$ cat src/rtl/writeback_unit.sv
// -----------------------------------------------------------------------------
// writeback_unit
//   Writeback stage between the memory stage and the register file. It picks
//   one of NSRC result sources, aligns and extends load data, parks a load
//   whose read data has not yet arrived (WAIT_MEM) and drives a registered
//   GPR write port that also feeds the WB->EX forwarding path.
//
// Ports
//   clk, rst_n          rising-edge clock, synchronous active-low reset
//   flush               drops the pending load / blocks the incoming op
//   in_valid, in_ready  op handshake from the MEM stage
//   src_data, src_sel   packed result sources and the index for non-load ops
//   is_load, load_size, load_sign, addr_lo   load description
//   reg_we, dest_reg    GPR write request of the incoming op
//   mem_rvalid, mem_rdata  memory read return
//   gpr_we, gpr_waddr, gpr_wdata  registered register-file write port
//   busy                high while a load waits for its data
// -----------------------------------------------------------------------------
module writeback_unit #(
  parameter int DATA_W = 32,
  parameter int NSRC   = 4,
  parameter int SEL_W  = (NSRC > 1) ? $clog2(NSRC) : 1,
  parameter int REG_AW = 5
) (
  input  logic                   clk,
  input  logic                   rst_n,
  input  logic                   flush,
  input  logic                   in_valid,
  output logic                   in_ready,
  input  logic [NSRC*DATA_W-1:0] src_data,
  input  logic [SEL_W-1:0]       src_sel,
  input  logic                   is_load,
  input  logic [1:0]             load_size,
  input  logic                   load_sign,
  input  logic [1:0]             addr_lo,
  input  logic                   reg_we,
  input  logic [REG_AW-1:0]      dest_reg,
  input  logic                   mem_rvalid,
  input  logic [DATA_W-1:0]      mem_rdata,
  output logic                   gpr_we,
  output logic [REG_AW-1:0]      gpr_waddr,
  output logic [DATA_W-1:0]      gpr_wdata,
  output logic                   busy
);

  typedef enum logic [1:0] {
    IDLE     = 2'b00,
    WAIT_MEM = 2'b01
  } state_t;

  localparam int NSEL = 1 << SEL_W;

  state_t              state;
  logic [REG_AW-1:0]   pend_dest;
  logic                pend_we;
  logic [1:0]          pend_size;
  logic                pend_sign;
  logic [1:0]          pend_lo;

  logic [DATA_W-1:0]   src_arr [NSEL];
  logic                in_accept;
  logic [DATA_W-1:0]   now_load_data;
  logic [DATA_W-1:0]   pend_load_data;
  logic                commit;
  logic [REG_AW-1:0]   commit_dest;
  logic [DATA_W-1:0]   commit_data;

  // Select the addressed byte/half/word lane and sign- or zero-extend it.
  // Halfword selection only looks at lo[1]; lo[0] is ignored.
  function automatic logic [DATA_W-1:0] align_load(
    input logic [DATA_W-1:0] word,
    input logic [1:0]        size,
    input logic              sgn,
    input logic [1:0]        lo
  );
    logic [7:0]        b;
    logic [15:0]       h;
    logic [DATA_W-1:0] r;
    b = word[8*lo +: 8];
    h = lo[1] ? word[31:16] : word[15:0];
    case (size)
      2'b00:   r = {{(DATA_W-8){sgn & b[7]}}, b};
      2'b01:   r = {{(DATA_W-16){sgn & h[15]}}, h};
      default: r = word;
    endcase
    return r;
  endfunction

  // Unpack the sources; select codes with no source behind them read as zero.
  for (genvar k = 0; k < NSEL; k++) begin : g_src
    if (k < NSRC) begin : g_real
      assign src_arr[k] = src_data[k*DATA_W +: DATA_W];
    end else begin : g_zero
      assign src_arr[k] = {DATA_W{1'b0}};
    end
  end

  assign in_accept      = in_valid & in_ready & ~flush;
  assign now_load_data  = align_load(mem_rdata, load_size, load_sign, addr_lo);
  assign pend_load_data = align_load(mem_rdata, pend_size, pend_sign, pend_lo);

  // Decide whether a GPR write commits on the coming edge and with what
  // address/data; writes to r0 are suppressed here.
  always_comb begin
    commit      = 1'b0;
    commit_dest = dest_reg;
    commit_data = src_arr[src_sel];
    if (state == WAIT_MEM) begin
      commit      = ~flush & mem_rvalid & pend_we & (pend_dest != {REG_AW{1'b0}});
      commit_dest = pend_dest;
      commit_data = pend_load_data;
    end else begin
      commit      = in_accept & reg_we & (dest_reg != {REG_AW{1'b0}}) &
                    (~is_load | mem_rvalid);
      commit_dest = dest_reg;
      commit_data = is_load ? now_load_data : src_arr[src_sel];
    end
  end

  // Control FSM with registered handshake, busy and GPR write outputs.
  // in_ready/busy are registered from the next state, so they come up
  // one cycle after reset is released.
  always_ff @(posedge clk) begin
    if (!rst_n) begin
      state     <= IDLE;
      in_ready  <= 1'b0;
      busy      <= 1'b0;
      gpr_we    <= 1'b0;
      gpr_waddr <= {REG_AW{1'b0}};
      gpr_wdata <= {DATA_W{1'b0}};
      pend_dest <= {REG_AW{1'b0}};
      pend_we   <= 1'b0;
      pend_size <= 2'b00;
      pend_sign <= 1'b0;
      pend_lo   <= 2'b00;
    end else begin
      gpr_we <= commit;
      // Address and data only move on a real write so they hold otherwise.
      if (commit) begin
        gpr_waddr <= commit_dest;
        gpr_wdata <= commit_data;
      end
      case (state)
        IDLE: begin
          if (in_accept && is_load && !mem_rvalid) begin
            state     <= WAIT_MEM;
            in_ready  <= 1'b0;
            busy      <= 1'b1;
            pend_dest <= dest_reg;
            pend_we   <= reg_we;
            pend_size <= load_size;
            pend_sign <= load_sign;
            pend_lo   <= addr_lo;
          end else begin
            in_ready <= 1'b1;
            busy     <= 1'b0;
          end
        end
        WAIT_MEM: begin
          // flush abandons the load even when the data shows up this cycle;
          // the commit logic already masks the write in that case.
          if (flush || mem_rvalid) begin
            state    <= IDLE;
            in_ready <= 1'b1;
            busy     <= 1'b0;
          end else begin
            in_ready <= 1'b0;
            busy     <= 1'b1;
          end
        end
        default: begin
          state    <= IDLE;
          in_ready <= 1'b0;
          busy     <= 1'b0;
        end
      endcase
    end
  end

endmodule

$ cat config.mk
export PLATFORM = sky130hd
export DESIGN_NAME = writeback_unit
export DESIGN_NICKNAME = d
export VERILOG_FILES = /design/src/rtl/writeback_unit.sv
export SDC_FILE = /design/constraint.sdc
export NUM_CORES = 1
export LEC_CHECK = 0
export CORE_ASPECT_RATIO = 0.6
export CORE_UTILIZATION = 46
export CTS_BUF_LIST = sky130_fd_sc_hd__clkbuf_8
export DETAILED_ROUTE_END_ITERATION = 8
export PLACE_DENSITY = 0.88
export SKIP_CTS_REPAIR_TIMING = 1
export SYNTH_ARGS = -nofsm -noshare
export SYNTH_HDL_FRONTEND = slang
export SYNTH_SLANG_ARGS = --single-unit
$ cat constraint.sdc
create_clock -name clk -period 5.4 [get_ports clk]
set_input_delay 1.62 -clock clk [delete_from_list [all_inputs] [get_ports clk]]
set_output_delay 1.62 -clock clk [all_outputs]
set_load 0.02 [all_outputs]
Run 1, cells colored by class:
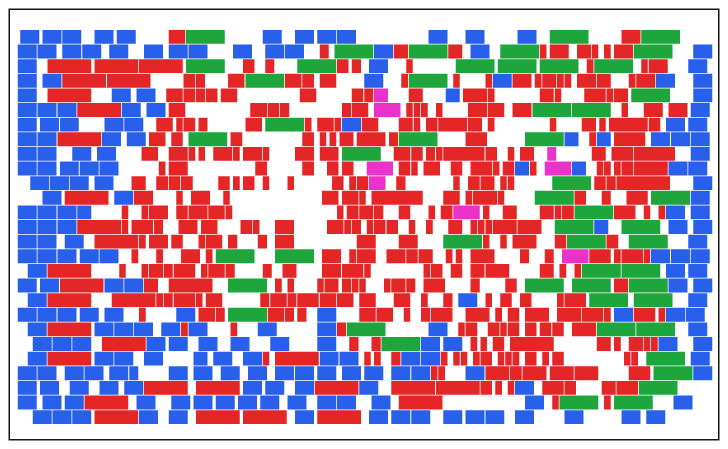
legend:
  other buffers and delay cells:
    color: blue
    cells: 226
    share_of_their_area: 33%
  clock drivers and dummy loads:
    color: magenta
    cells: 8
    share_of_their_area: 1.3%
  combinational and other logic:
    color: red
    cells: 419
    share_of_their_area: 50%
  flops:
    color: green
    cells: 52
    share_of_their_area: 16%

Run 1, clock nets:
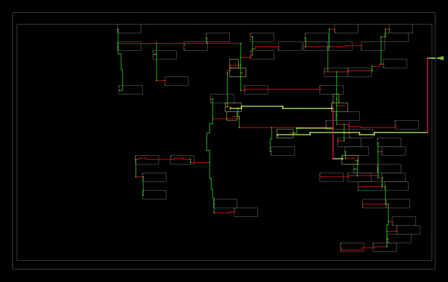
TritonCTS sink count: 52
layout clock buffer count: 5
flip-flop and latch count: 52
Clk Latency, worst-skew pair: 0.31 ns

Run 1, clock distribution:
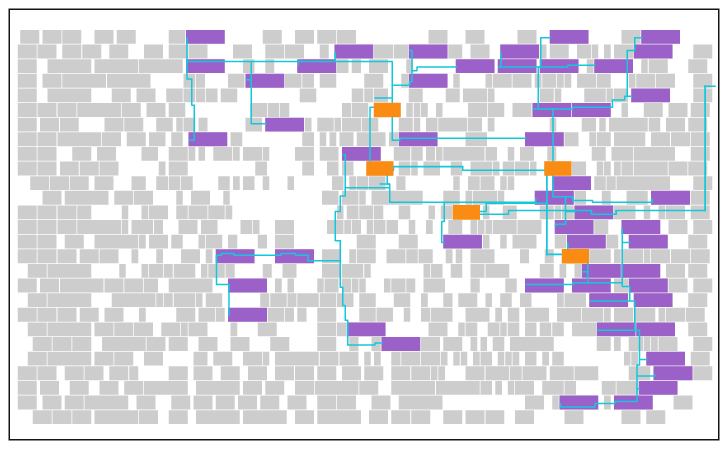
legend:
  clock wires:
    color: cyan
    length: 655 µm
  flip-flops:
    color: purple
    count: 52
  clock drivers:
    color: orange
    count: 5
routed clock nets: 6

==> results.txt, run 1 <==
Results of an implementation run.

The run finished with clean final reports. The overall via count from detail_route is 5190. The width of the chip is 132 µm. The final-report max-slew violation count is 0. Signal routing reaches up to met4.

The cell-internal power is 0.000704 W. The switching share of total power is 31.0%. The clock group power is approximately 0.00024 W.

Headroom to the max-slew limit came out at 27.4%. The non-clock inverters instantiated in the layout total 22. The wire length on met1 is roughly 8 mm. Global routing consumed, on the met1 layer, a little under half of the routing resources. Compared with the post-synthesis result, the final layout area differs by 47.8%. The kind of start point of the critical path is an input port.

The power spent charging and discharging nets is 0.000317 W. The actual slew at the worst max-slew pin is roughly 1.1 ns. The standby leakage power is around 2.4 nW.

The capture point of the critical path is gpr_wdata[4]. The fraction of the mapped netlist area in compound gates is 31.3%. Across every metal layer, demand over resource in global routing totals 34.7%.

Setup repair after global routing left no endpoint under its margin. The maximum fanout along the worst path is 29. The layout has 726 filler cells.

The cell total in the yosys stat output is just over 500. The reg-to-reg endpoint is pend_sign. The floorplan step set the die height to 79.8 µm. The logic depth of the worst path, buffers included is 6. Summing the sequential cell areas from Yosys gives between 20% and 30% of the chip area. The first-pass GRT wire length is ~28 mm. The cell type that accounts for the most area after synthesis is sky130_fd_sc_hd__dfxtp_1. The summed standard-cell area reported by yosys is 0.00464 mm². The gate count after technology mapping is 519. The simple logic cell fraction of the synthesized area is roughly 16%. The number of search-and-repair iterations in the first detailed-routing pass is 5. The met3 routing resource usage after global routing is between 10% and 20%. The H-tree level count is 2.

TritonCTS built the clock tree. The maximum frequency from static timing analysis is roughly 250 MHz. The worst hold margin is 0.470 ns. The number of distinct library cells after synthesis is ~55. By startpoint and endpoint, the worst setup path is classified as in -> reg. The end of the worst hold path is gpr_wdata[27]. The sequential logic power is between 0.0003 and 0.0004 W. The final weighted congestion of routability-driven global placement is just under 1.

The clock share of power is 23.2%. The number of hold violations in the final report is 0. In the final design, more cell area goes to combinational gates than to any other class.

The setup clock skew after layout is around 0.012 ns. The timing report gives the clock slew at the launch and capture registers of the worst setup and hold paths as about 0.11 ns. The finished layout holds roughly 840 standard cells, fillers aside. For this run, the script counts the antenna cells in the layout as 0.
==> run 1 -> run 2 <==
- CORE_UTILIZATION: 46 -> 39
- PLACE_DENSITY: 0.88 -> 0.79
- clock period: 5.4 -> 3.6 ns (I/O delays scaled with it)
==> results.txt, run 2 <==
Results of an implementation run.

The final max-slew violation count recorded for this run is 0. In the synthesized netlist, the dominant kind of combinational cell is AND-OR/OR-AND gates. The overall via count from detail_route is 5088. The critical path data required time is about 3.8 ns. The clock transition time at the flip-flop clock pins of the worst setup and hold paths is 0.11 ns. In the detailed route, the total length drawn on met3 is 1.98 mm. In the final layout, flip-flops and latches occupy around 0.0010 mm².

The H-tree level count is 2. The final report lists a non-filler cell total of 873. The flow ran to the end, and the final reports show no timing, DRC or antenna violations. The most frequently placed logic cell in the final layout is sky130_fd_sc_hd__clkdlybuf4s50_1. The maximum fanout along the worst path is 16. Per the detailed-route log, wirelength across all metal layers totals about 18 mm.

The kind of start point of the critical path is an input port. Before CTS, the worst setup slack after placement is approximately 0.32 ns. The logic depth of the worst path, buffers included is 6.

Measured against the total synthesized area, the mux share comes to 22.7%. The placed wire-length estimate after detailed placement is around 15 mm. The fraction of area in clock buffers and inverters is between 1 and 1.5%. The clock latency on the worst-skew pair is 0.31 ns. Per the CTS log, the root buffer master is sky130_fd_sc_hd__clkbuf_8. The number of flip-flops in the largest register is 32. The detailed router used layers up to and including met4. The stage logs contain a warning count of 26. The initialized floorplan defines 30 standard-cell rows. For reference, the critical path is captured by gpr_wdata[27]. The fraction of the mapped netlist area in compound gates is between 30% and 40%.

In the final layout, multi-input gates take up about 47% of the cell area. The clock net in this run drives a total of 52 sinks. The DRC violation total left in the routed layout is recorded as 0. The sequential cell count is about 52. Synthesis produced roughly 520 cells. Setup repair after global routing left no endpoint under its margin. In this run the critical register-to-register path is launched from pend_size[1]. The total length of routed met2 wires is between 7 and 8 mm.

The final layout report lists a non-clock inverter count of 22. The number of fill cells is roughly 970. The summed standard-cell area reported by yosys is between 0.004 and 0.005 mm². The largest contributor to cell area by class is combinational gates. The layout has 5 clock buffers. The share of synthesized area occupied by flip-flops and latches is 22.4%. The wire length on met1 is 7.99 mm. Entering global routing, the biggest net connects 53 pins. The switching component of the power was reported as approximately 0.00048 W. The count of antenna diodes in the layout is 0.

The cell-internal power is around 0.0011 W. The deepest clock path buffer count is 2. The largest total area in the synthesized netlist belongs to sky130_fd_sc_hd__dfxtp_1.

The TritonCTS clock tree is yes. The maximum frequency from static timing analysis is ~330 MHz. The clock network consumes a total of 0.000370 W.

In this run the standard cell core region covers 0.0114 mm². The number of search-and-repair iterations in the first detailed-routing pass is 5. met3 track demand over resource after global routing is 9.61%.

The standby leakage power is between 2 and 2.5 nW. The combined global-route utilization of all metal layers is ~29%. The cell total in the yosys stat output is roughly 520.

The final weighted congestion of routability-driven global placement is 0.991. According to the floorplan report, the die height is between 80 and 90 µm. At the worst endpoint, the arrival time is 3.20 ns. The fraction of met1 tracks used by global routing is between 40 and 50%. The number of distinct library cells after synthesis is 55. Hold is met by 0.470 ns. The width of the chip is about 140 µm. Headroom to the max-slew limit came out at roughly 36%.

In this run the worst setup path begins at addr_lo[1]. The end of the worst hold path is gpr_wdata[20]. For the pin with the worst max-slew slack, the measured transition is approximately 0.96 ns.

The startpoint-to-endpoint class of the critical path is in -> reg. Switching power as a fraction of the total was reported as a little under a third. The reg-to-reg endpoint is gpr_wdata[24]. The synthesized netlist devotes approximately 16% of its cell area to simple gates.

The number of antenna violations at the first check in global routing is 1. The first global-routing pass estimated roughly 27 mm of wire. The sequential logic power is between 0.0005 and 0.0006 W.

Per the final timing report, the hold violations number 0. The clock share of power is around a quarter. Relative to the synthesized area, the layout overhead comes to 50.3%. The post-synthesis average cell area is between 8 and 9 µm².
Run 2, drive-strength map:
The bar under the picture is 50 µm long.
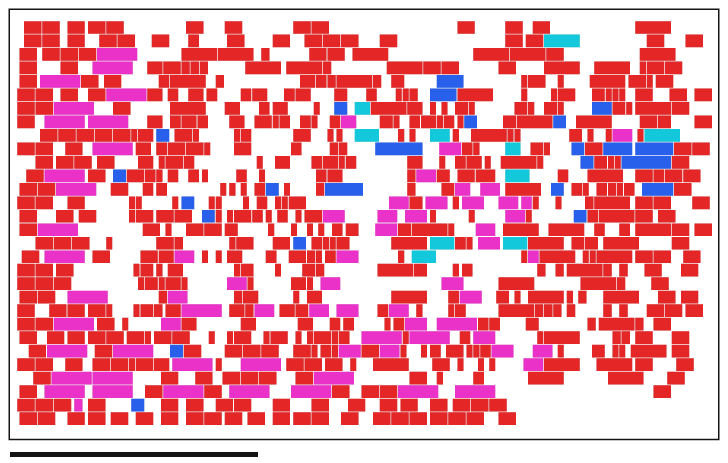
legend:
  _3 and _4 cells:
    color: blue
    cells: 24
    share: 3.4%
    most_used: buf_4
  _0 and _1 cells:
    color: red
    cells: 608
    share: 85%
    most_used: clkdlybuf4s50_1
  _2 cells:
    color: magenta
    cells: 71
    share: 10%
    most_used: mux4_2
  _6 and larger:
    color: cyan
    cells: 10
    share: 1.4%
    most_used: clkbuf_8

Run 2, clock nets:
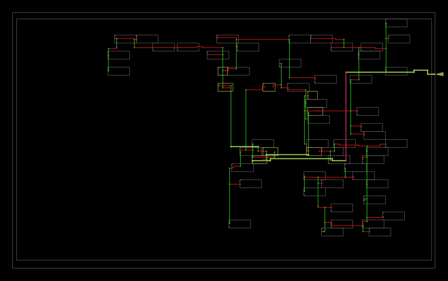
setup skew after layout: 0.00632 ns
Inserted Clock Buffers: 5

==> run 2 -> run 3 <==
- clock period: 3.6 -> 2.7 ns (I/O delays scaled with it)
==> results.txt, run 3 <==
Results of an implementation run.

The register with the most flip-flops in the layout has 32 of them. The final weighted congestion of routability-driven global placement is approximately 1. The fraction of area in multi-input gates is between 40 and 50%. The flow ran to the end, and the final reports show no timing, DRC or antenna violations. In the final layout, clock buffers and inverters account for about 1.5% of the cell area. In the final layout, excluding clock inverters the inverter count is 22. Measured along the x axis, the die boundary spans around 140 µm.

The H-tree level count is 2. The startpoint of the most critical setup path is dest_reg[1]. Entering global routing, the biggest net connects 33 pins.

The clock share of power is between 20 and 30%. Per the final timing report, the hold violations number 0. No sink is reached through more buffers than the 2 on the longest clock path. The worst setup path is of the in -> reg kind. The combined global-route utilization of all metal layers is between 30% and 40%. The area overhead of the layout relative to synthesis is 58.4%. The first global-routing pass estimated about 30 mm of wire. According to the floorplan log, the row count is 30. According to the floorplan report, the placeable core area is around 0.011 mm².

For the worst setup path, the data required time is ~2.9 ns. The number of clock-tree buffers in the layout is 5. TritonRoute reported its final design rule violation total as 0. In this run the clock root is driven by a sky130_fd_sc_hd__clkbuf_8.

The end of the worst hold path is gpr_wdata[20]. After detailed routing, the wire length on met1 is roughly 8.4 mm. The cell-internal power is 0.00155 W. The number of fill cells is 969. The largest contributor to cell area by class is combinational gates. The number of antenna violations at the first check in global routing was 0. The met3 routing resource usage after global routing is ~7.8%.

The leakage component of the power was reported as roughly 2.7 nW. The launching point of the worst reg2reg path is state[0]. The sum of met3 wire segment lengths after detailed routing is ~2.2 mm.

The total length of routed met2 wires is roughly 8.3 mm. In this run, the synthesized area fraction spent on AND-OR/OR-AND gates is recorded as around 31%. The cell total in the yosys stat output is roughly 520. STA classifies the critical path startpoint as an input port. The worst endpoint data arrival time is between 2 and 3 ns. The CTS sink count is 52. For this run, the detailed router's first-pass iteration total came to 5. The sequential cell count is 52. The total routed wirelength is approximately 19 mm. The final max-slew violation count recorded for this run is 0.

The switching share of total power is about 29%. The actual slew at the worst max-slew pin is roughly 0.62 ns. The maximum fanout along the worst path is 16. Setup repair after global routing left no endpoint under its margin. For this run, the script counts the antenna cells in the layout as 0.
Run 3, clock nets:
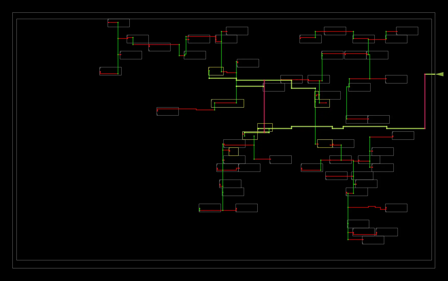
setup skew after layout: 0.0173 ns
Clk Latency, worst-skew pair: 0.32 ns

Run 3, drive-strength map:
The bar under the picture is 50 µm long.
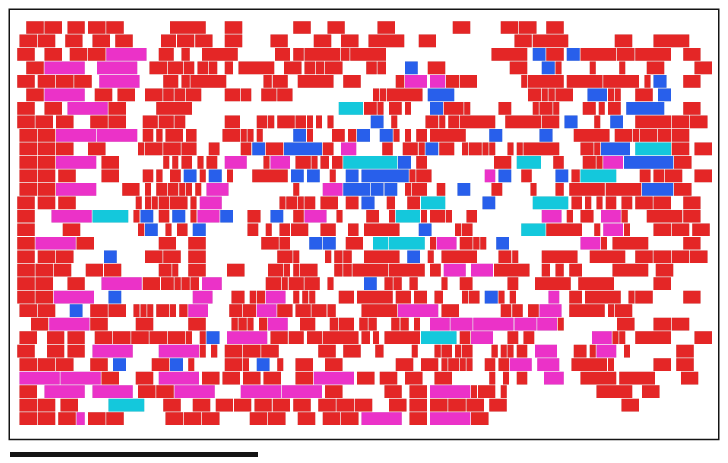
legend:
  _3 and _4 cells:
    color: blue
    cells: 59
    share: 7.8%
    most_used: buf_4
  _0 and _1 cells:
    color: red
    cells: 609
    share: 81%
    most_used: clkdlybuf4s50_1
  _2 cells:
    color: magenta
    cells: 71
    share: 9.4%
    most_used: mux4_2
  _6 and larger:
    color: cyan
    cells: 14
    share: 1.9%
    most_used: buf_12

Power and IR drop assume default switching activity.
